==> images/logic_types.png <==
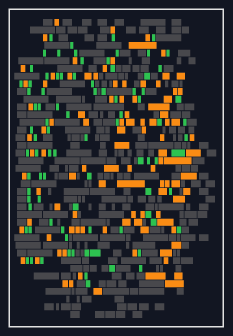
==> images/placement.png <==
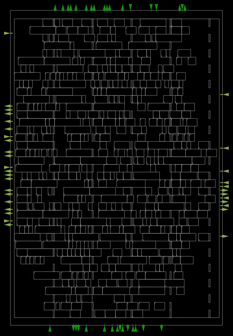
`config.mk`:
```
export PLATFORM = sky130hd
export DESIGN_NAME = online_result_collector_r4_flat
export DESIGN_NICKNAME = d
export VERILOG_FILES = /design/src/rtl/online_result_collector_r4_pkg.sv /design/src/rtl/online_result_collector_r4_if.sv /design/src/rtl/online_result_collector_r4_accumulator.sv /design/src/rtl/online_result_collector_r4.sv /design/src/flat_wrapper.sv
export SDC_FILE = /design/constraint.sdc
export NUM_CORES = 1
export LEC_CHECK = 0
export CAP_MARGIN = 10
export CORE_ASPECT_RATIO = 1.5
export CORE_UTILIZATION = 40
export DETAILED_ROUTE_END_ITERATION = 10
export GPL_TIMING_DRIVEN = 0
export PLACE_DENSITY = 0.67
export SYNTH_ARGS = -nofsm -noshare
export SYNTH_HDL_FRONTEND = slang
export SYNTH_SLANG_ARGS = --single-unit
```
`constraint.sdc`:
```
create_clock -name clk -period 3 [get_ports clk]
set_clock_uncertainty 0.2 [all_clocks]
set_input_delay 0.3 -clock clk [delete_from_list [all_inputs] [get_ports clk]]
set_output_delay 0.3 -clock clk [all_outputs]
set_load 0.02 [all_outputs]
```
`src/rtl/online_result_collector_r4_pkg.sv`:
```
// ---------------------------------------------------------------------------
// online_r4_pkg
// Shared defaults and FSM state encoding for the online radix-4 result
// collector.
//   N_DEF     : operand digit count (the collector accepts N+1 result digits)
//   C_DEF     : bits per signed radix-4 digit
//   DELAY_DEF : online delay in digit strobes, skipped before collecting
//   W_DEF     : width of the converted two's-complement value
//   state_e   : collector states IDLE / SKIP / COLLECT / DONE
// ---------------------------------------------------------------------------
package online_r4_pkg;

    localparam int N_DEF     = 6;
    localparam int C_DEF     = 3;
    localparam int DELAY_DEF = 2;
    localparam int W_DEF     = 2 * (N_DEF + 1) + 2;

    typedef enum logic [1:0] {
        ST_IDLE    = 2'd0,
        ST_SKIP    = 2'd1,
        ST_COLLECT = 2'd2,
        ST_DONE    = 2'd3
    } state_e;

endpackage

```
`src/rtl/online_result_collector_r4_if.sv`:
```
// ---------------------------------------------------------------------------
// online_result_collector_r4_if
// Bundles the control, digit and result signals of the collector.
//   start     : one-cycle pulse opening a new collection (driver -> collector)
//   en        : digit strobe, same as the online adder enable
//   zi        : signed radix-4 result digit, C bits
//   expected  : signed reference value, W bits
//   busy      : collector is in SKIP or COLLECT
//   done      : one-cycle completion pulse
//   result    : accepted digits packed MSD at top, (N+1)*C bits
//   value     : two's-complement conversion of result, W bits
//   correct   : value == expected, valid from done until next start
//   digit_err : sticky flag, illegal most-negative digit code seen
// Handshake: start and en are sampled on the rising clock edge; there is no
// back-pressure, so every en-high cycle in SKIP/COLLECT consumes one digit.
// modport master drives the inputs, modport slave is the collector itself.
// ---------------------------------------------------------------------------
interface online_result_collector_r4_if
    import online_r4_pkg::*;
#(
    parameter int N = N_DEF,
    parameter int C = C_DEF,
    parameter int W = W_DEF
);

    logic                   start;
    logic                   en;
    logic [C-1:0]           zi;
    logic [W-1:0]           expected;
    logic                   busy;
    logic                   done;
    logic [(N+1)*C-1:0]     result;
    logic [W-1:0]           value;
    logic                   correct;
    logic                   digit_err;

    modport master (
        output start, en, zi, expected,
        input  busy, done, result, value, correct, digit_err
    );

    modport slave (
        input  start, en, zi, expected,
        output busy, done, result, value, correct, digit_err
    );

endinterface

```
`src/rtl/online_result_collector_r4_accumulator.sv`:
```
// ---------------------------------------------------------------------------
// sd_r4_accumulator
// Horner conversion of a signed-digit radix-4 stream, MSD first:
//   value <= 4*value + sext(digit), W bits, wraps without saturation.
// Ports:
//   clk, reset   : clock, asynchronous active-high reset
//   clear_i      : synchronous clear (wins over load_i)
//   load_i       : accumulate digit_i this cycle
//   digit_i      : signed digit, C bits
//   value_o      : registered value
//   value_next_o : value that will be registered on the next edge, so the
//                  owner can compare the final value in the same cycle the
//                  last digit is accepted
// ---------------------------------------------------------------------------
module sd_r4_accumulator #(
    parameter int W = 16,
    parameter int C = 3
) (
    input  logic         clk,
    input  logic         reset,
    input  logic         clear_i,
    input  logic         load_i,
    input  logic [C-1:0] digit_i,
    output logic [W-1:0] value_o,
    output logic [W-1:0] value_next_o
);

    logic [W-1:0] value_q;
    logic [W-1:0] value_d;
    logic [W-1:0] digit_sext;

    assign digit_sext = {{(W-C){digit_i[C-1]}}, digit_i};

    always_comb begin
        value_d = value_q;
        if (clear_i) begin
            value_d = '0;
        end else if (load_i) begin
            value_d = {value_q[W-3:0], 2'b00} + digit_sext;
        end
    end

    always_ff @(posedge clk or posedge reset) begin
        if (reset) begin
            value_q <= '0;
        end else begin
            value_q <= value_d;
        end
    end

    assign value_o      = value_q;
    assign value_next_o = value_d;

endmodule

```
`src/rtl/online_result_collector_r4.sv`:
```
// ---------------------------------------------------------------------------
// online_result_collector_r4
// Collects the result digit stream of an online radix-4 adder: skips the
// first DELAY strobes (online delay), then accepts N+1 digits MSD first,
// packs them into result, converts them to two's complement in value and
// compares against expected.
// Ports:
//   clk         : single clock, all state on the rising edge
//   reset       : asynchronous active-high reset
//   bus         : online_result_collector_r4_if.slave (start/en/zi/expected
//                 in, busy/done/result/value/correct/digit_err out)
//   dbg_state_o : current FSM state (IDLE=0, SKIP=1, COLLECT=2, DONE=3)
// ---------------------------------------------------------------------------
module online_result_collector_r4
    import online_r4_pkg::*;
#(
    parameter int N     = N_DEF,
    parameter int C     = C_DEF,
    parameter int DELAY = DELAY_DEF,
    parameter int W     = 2 * (N + 1) + 2
) (
    input  logic                        clk,
    input  logic                        reset,
    online_result_collector_r4_if.slave bus,
    output logic [1:0]                  dbg_state_o
);

    localparam int CW = $clog2(N + 2);
    localparam int RW = (N + 1) * C;

    localparam logic [1:0] S_IDLE    = ST_IDLE;
    localparam logic [1:0] S_SKIP    = ST_SKIP;
    localparam logic [1:0] S_COLLECT = ST_COLLECT;
    localparam logic [1:0] S_DONE    = ST_DONE;

    // Most negative C-bit code has no radix-4 digit meaning (-4 for C=3).
    localparam logic [C-1:0]  MOST_NEG  = {1'b1, {(C-1){1'b0}}};
    localparam logic [CW-1:0] SKIP_LAST = CW'((DELAY > 0) ? (DELAY - 1) : 0);
    localparam logic [CW-1:0] COLL_LAST = CW'(N);

    logic [1:0]    state_q,   state_d;
    logic [CW-1:0] cnt_q,     cnt_d;
    logic [RW-1:0] result_q,  result_d;
    logic          done_q,    done_d;
    logic          correct_q, correct_d;
    logic          derr_q,    derr_d;

    logic          acc_clear;
    logic          acc_load;
    logic [W-1:0]  acc_value;
    logic [W-1:0]  acc_next;

    sd_r4_accumulator #(
        .W (W),
        .C (C)
    ) u_acc (
        .clk          (clk),
        .reset        (reset),
        .clear_i      (acc_clear),
        .load_i       (acc_load),
        .digit_i      (bus.zi),
        .value_o      (acc_value),
        .value_next_o (acc_next)
    );

    always_comb begin
        state_d   = state_q;
        cnt_d     = cnt_q;
        result_d  = result_q;
        done_d    = 1'b0;
        correct_d = correct_q;
        derr_d    = derr_q;
        acc_clear = 1'b0;
        acc_load  = 1'b0;

        // start restarts from any state and swallows a coincident strobe.
        if (bus.start) begin
            state_d   = (DELAY == 0) ? S_COLLECT : S_SKIP;
            cnt_d     = '0;
            result_d  = '0;
            correct_d = 1'b0;
            derr_d    = 1'b0;
            acc_clear = 1'b1;
        end else begin
            case (state_q)
                S_IDLE: begin
                    state_d = S_IDLE;
                end
                S_SKIP: begin
                    if (bus.en) begin
                        if (cnt_q == SKIP_LAST) begin
                            state_d = S_COLLECT;
                            cnt_d   = '0;
                        end else begin
                            cnt_d = cnt_q + 1'b1;
                        end
                    end
                end
                S_COLLECT: begin
                    if (bus.en) begin
                        acc_load = 1'b1;
                        result_d = {result_q[RW-C-1:0], bus.zi};
                        if (bus.zi == MOST_NEG) begin
                            derr_d = 1'b1;
                        end
                        if (cnt_q == COLL_LAST) begin
                            state_d   = S_DONE;
                            cnt_d     = '0;
                            done_d    = 1'b1;
                            // Compare the value being loaded this edge so that
                            // correct is already valid while done is high.
                            correct_d = (acc_next == bus.expected);
                        end else begin
                            cnt_d = cnt_q + 1'b1;
                        end
                    end
                end
                S_DONE: begin
                    state_d = S_IDLE;
                end
                default: begin
                    state_d = S_IDLE;
                end
            endcase
        end
    end

    always_ff @(posedge clk or posedge reset) begin
        if (reset) begin
            state_q   <= S_IDLE;
            cnt_q     <= '0;
            result_q  <= '0;
            done_q    <= 1'b0;
            correct_q <= 1'b0;
            derr_q    <= 1'b0;
        end else begin
            state_q   <= state_d;
            cnt_q     <= cnt_d;
            result_q  <= result_d;
            done_q    <= done_d;
            correct_q <= correct_d;
            derr_q    <= derr_d;
        end
    end

    assign bus.busy      = (state_q == S_SKIP) || (state_q == S_COLLECT);
    assign bus.done      = done_q;
    assign bus.result    = result_q;
    assign bus.value     = acc_value;
    assign bus.correct   = correct_q;
    assign bus.digit_err = derr_q;
    assign dbg_state_o   = state_q;

endmodule

```
`src/flat_wrapper.sv`:
```
// flat-port wrapper written by rule: the top's interface ports become plain ports
module online_result_collector_r4_flat import online_r4_pkg::*;
#(
    parameter int N     = N_DEF,
    parameter int C     = C_DEF,
    parameter int DELAY = DELAY_DEF,
    parameter int W     = 2 * (N + 1) + 2
)
  (clk, reset, dbg_state_o, bus_start, bus_en, bus_zi, bus_expected, bus_busy, bus_done, bus_result, bus_value, bus_correct, bus_digit_err);
  online_result_collector_r4_if #(.N(N), .C(C), .W(W)) bus_i ();
  input  logic clk;
  input  logic reset;
  output logic [1:0] dbg_state_o;
  input wire logic [$bits(bus_i.start)-1:0] bus_start;
  input wire logic [$bits(bus_i.en)-1:0] bus_en;
  input wire logic [$bits(bus_i.zi)-1:0] bus_zi;
  input wire logic [$bits(bus_i.expected)-1:0] bus_expected;
  output wire logic [$bits(bus_i.busy)-1:0] bus_busy;
  output wire logic [$bits(bus_i.done)-1:0] bus_done;
  output wire logic [$bits(bus_i.result)-1:0] bus_result;
  output wire logic [$bits(bus_i.value)-1:0] bus_value;
  output wire logic [$bits(bus_i.correct)-1:0] bus_correct;
  output wire logic [$bits(bus_i.digit_err)-1:0] bus_digit_err;
  assign bus_i.start = bus_start;
  assign bus_i.en = bus_en;
  assign bus_i.zi = bus_zi;
  assign bus_i.expected = bus_expected;
  assign bus_busy = bus_i.busy;
  assign bus_done = bus_i.done;
  assign bus_result = bus_i.result;
  assign bus_value = bus_i.value;
  assign bus_correct = bus_i.correct;
  assign bus_digit_err = bus_i.digit_err;
  online_result_collector_r4 #(.N(N), .C(C), .DELAY(DELAY), .W(W)) u_core (.clk(clk), .reset(reset), .bus(bus_i), .dbg_state_o(dbg_state_o));
endmodule
```
==> out/summary.txt <==
CTS Buf Count: 5
Vias: 3340
CP arrival: 3070 ps
Final ANT Viol Nets: 0
OpenROAD warnings: 28
Cells in synth_stat.txt: 395
Status: finished, violations left
Nets: 511
N_diodes: 0
Reg-to-Reg Start: u_core.u_acc.value_o[0]$_DFF_PP0_
Yosys reg bits: 45
Top_reg_cell synth: dfrtp_1
Critical Path RT: 3020 ps
GRT Util Overall: 26.1%
Crit-path cells: ha_2, fa_2, a21oi_1, o2bb2ai_1, a221oi_2, nor3_1, a311o_1, a2111oi_4, o2111ai_2, o21ai_1
Cycle use final: 102%
Crit-path max cell delay: 400 ps
Syn Area/Cell: 8.14 sq um
Async S/R FF share, synth: 100%
Layout area overhead: 37.8%
Slew @ Worst Pin: 639 ps
Failing checks: setup timing
Hold buffers post-CTS: 0
Post-synth EDFFs: 0
Top cells, area: dfrtp_1 (35%), nand2_1 (8.2%), a21oi_1 (7.3%), ha_1 (5.8%), nor2_1 (3.5%)
Share of cells above drive strength 1: 14.4%
Final wirelength: 10300 um
Startpoint Class: flop
I/O Buffers: 65
H-tree levels: 2
Seq share, synth: 35.0%
Gpl congestion: 0.886
Fin. max-slew vios: 0
PwrDens: 522 mW/mm^2
Worst-path clk slew: 70 ps
Crit-path slowest cell: dfrtp_1
Netlist Area Pre-Place: 0.00322 sq mm
Vias per cell: 5.81
Worst Hold Class: primary input to asynchronous set/reset pin
Antenna violations before repair: 0
Crit end category: flop
Late-Pin Clk Latency: 290 ps
Die Area: 0.00841 sq mm
Final Setup Violations: 1
Worst Setup Path Type: flop to flop
Gate Count Post-Synth: 395
Top achievable clock speed: 0.328 GHz
Final worst slack: -51.5 ps
CP Max Fanout: 3
Cell type with the largest total area: dfrtp_1
Post-Syn Nets: 434
FP Core Util: 41.7%
I/O Pins: 66
Initial DRT Pass Iterations: 4
Root Driver: clkbuf_16
# clock sinks: 45
CTS tree: done
Synth cell types: 68
Number of placed cells counting well taps: 563
Avg WL per Cell: 17.9 um
DRC Markers: 0
DP HPWL: 7390 um
Notes on logic_types.png above:
[green] nand cells | cells: 87
[orange] aoi and oai cells | cells: 102
Comb area share: 47.8%
top logic cell by instance count in the layout: nand2_1
Post-Layout Cell Count: 575

Notes on placement.png above:
n_taps: 102
flop count: 45
core area: 0.00771 sq mm
Row Count: 39
final core occ: 57.5%

-- stage by stage --
step                      cell area (sq um)  total power [uW]  worst slack, ps  TNS, ps
after floorplan                        3220              1260             12.3        0
after global placement                 3990              1550            -1580    -7630
after detailed placement               4010              1560            -1540    -7530
after CTS                              4290              2260             6.74        0
after global routing                   4430              2440             -160     -160
final                                  4430              2310            -51.5    -51.5
-- flip-flops by register name, summed over array words and instances (netlist names) --
| name | count |
|---|---|
| u_core.bus.correct | 1 |
| u_core.bus.digit_err | 1 |
| u_core.bus.done | 1 |
| u_core.bus.result | 21 |
| u_core.cnt_q | 3 |
| u_core.dbg_state_o | 2 |
| u_core.u_acc.value_o | 16 |
-- cell families after synthesis --
kind of cell / count (synthesis) / synth area share (%)
and+or+nand+nor: 155 / 22.8
DFF: 45 / 35.0
AOI/OAI and AO/OA: 120 / 24.8
adders and majority gates: 16 / 6.46
buffers and inverters: 38 / 4.94
xor gates and xnor gates: 16 / 4.36
muxes: 5 / 1.63
-- worst max-delay path: cells and delay by family, from the launching register on --
family	cells	cell delay, ps
adders and majority gates	2	620
DFF	1	400
and+or+nand+nor	1	70
AOI/OAI and AO/OA	7	1690
-- per-layer routing --
layer  track usage, %  vias up  routed length (um)
li1                 -     1583                   -
met1             31.9     1600                4160
met2             42.3      127                5160
met3             4.25       30                 532
met4             15.1        0                 438
met5                0        -                   0
-- Yosys cell counts (5+ instances only) --
library cell,number
a211oi_1,5
a21oi_1,47
a31oi_1,5
and3_1,7
buf_1,6
buf_2,7
clkbuf_1,11
dfrtp_1,45
ha_1,15
inv_1,12
nand2_1,70
nand3_1,7
nor2_1,30
nor3_1,11
o21ai_0,16
xnor2_1,12
-- cell type report --
type	instances	area (sq um)	share of cell area (%)
Timing Repair Buffer	72	713	16.1
Sequential cell	45	1130	25.4
Clock buffer	6	139	3.13
Multi-Input combinational cell	312	2120	47.8
Tap cell	102	128	2.88
Clock inverter	2	37.5	0.847
Inverter	12	52.6	1.19
Buffer	24	118	2.65
-- worst paths after layout --
check / slack, ps / end / depth (start not counted)
max: -50 / u_core.bus.correct$_DFFE_PP0P_ / 10
min: 20 / u_core.dbg_state_o[1]$_DFFE_PP0P_ / 2
max reg2reg: -50 / u_core.bus.correct$_DFFE_PP0P_ / 10
min reg2reg: 310 / u_core.bus.digit_err$_DFFE_PP0P_ / 2
max in group asynchronous: 2130 / u_core.bus.result[16]$_DFFE_PP0P_ / 3
min in group clk: 220 / u_core.bus.result[2]$_DFFE_PP0P_ / 3
-- layout by cell type (no fill, tap or decap), types with 5 or more instances in the layout --
master,n
xnor2_1,11
buf_4,10
buf_1,5
nor2_1,27
nand3_1,7
dfrtp_1,44
o21ai_0,14
and3_1,7
nand2_1,70
nor3_1,10
clkbuf_16,5
ha_1,12
inv_1,9
a21oi_1,44
clkbuf_1,9
clkdlybuf4s50_1,64
-- timing repair --
item	in CTS	in global routing
buffers inserted	3	3
endpoints found under the hold margin	0	0
endpoints found under the setup margin	10	1
resized	25	27
pin swaps	1	8
-- power breakdown --
group / internal [uW] / switching [uW]
registers: 655 / 49.5
logic: 385 / 564
clock network: 416 / 245
No activity file was given, so power comes from the tool's default toggle rates.
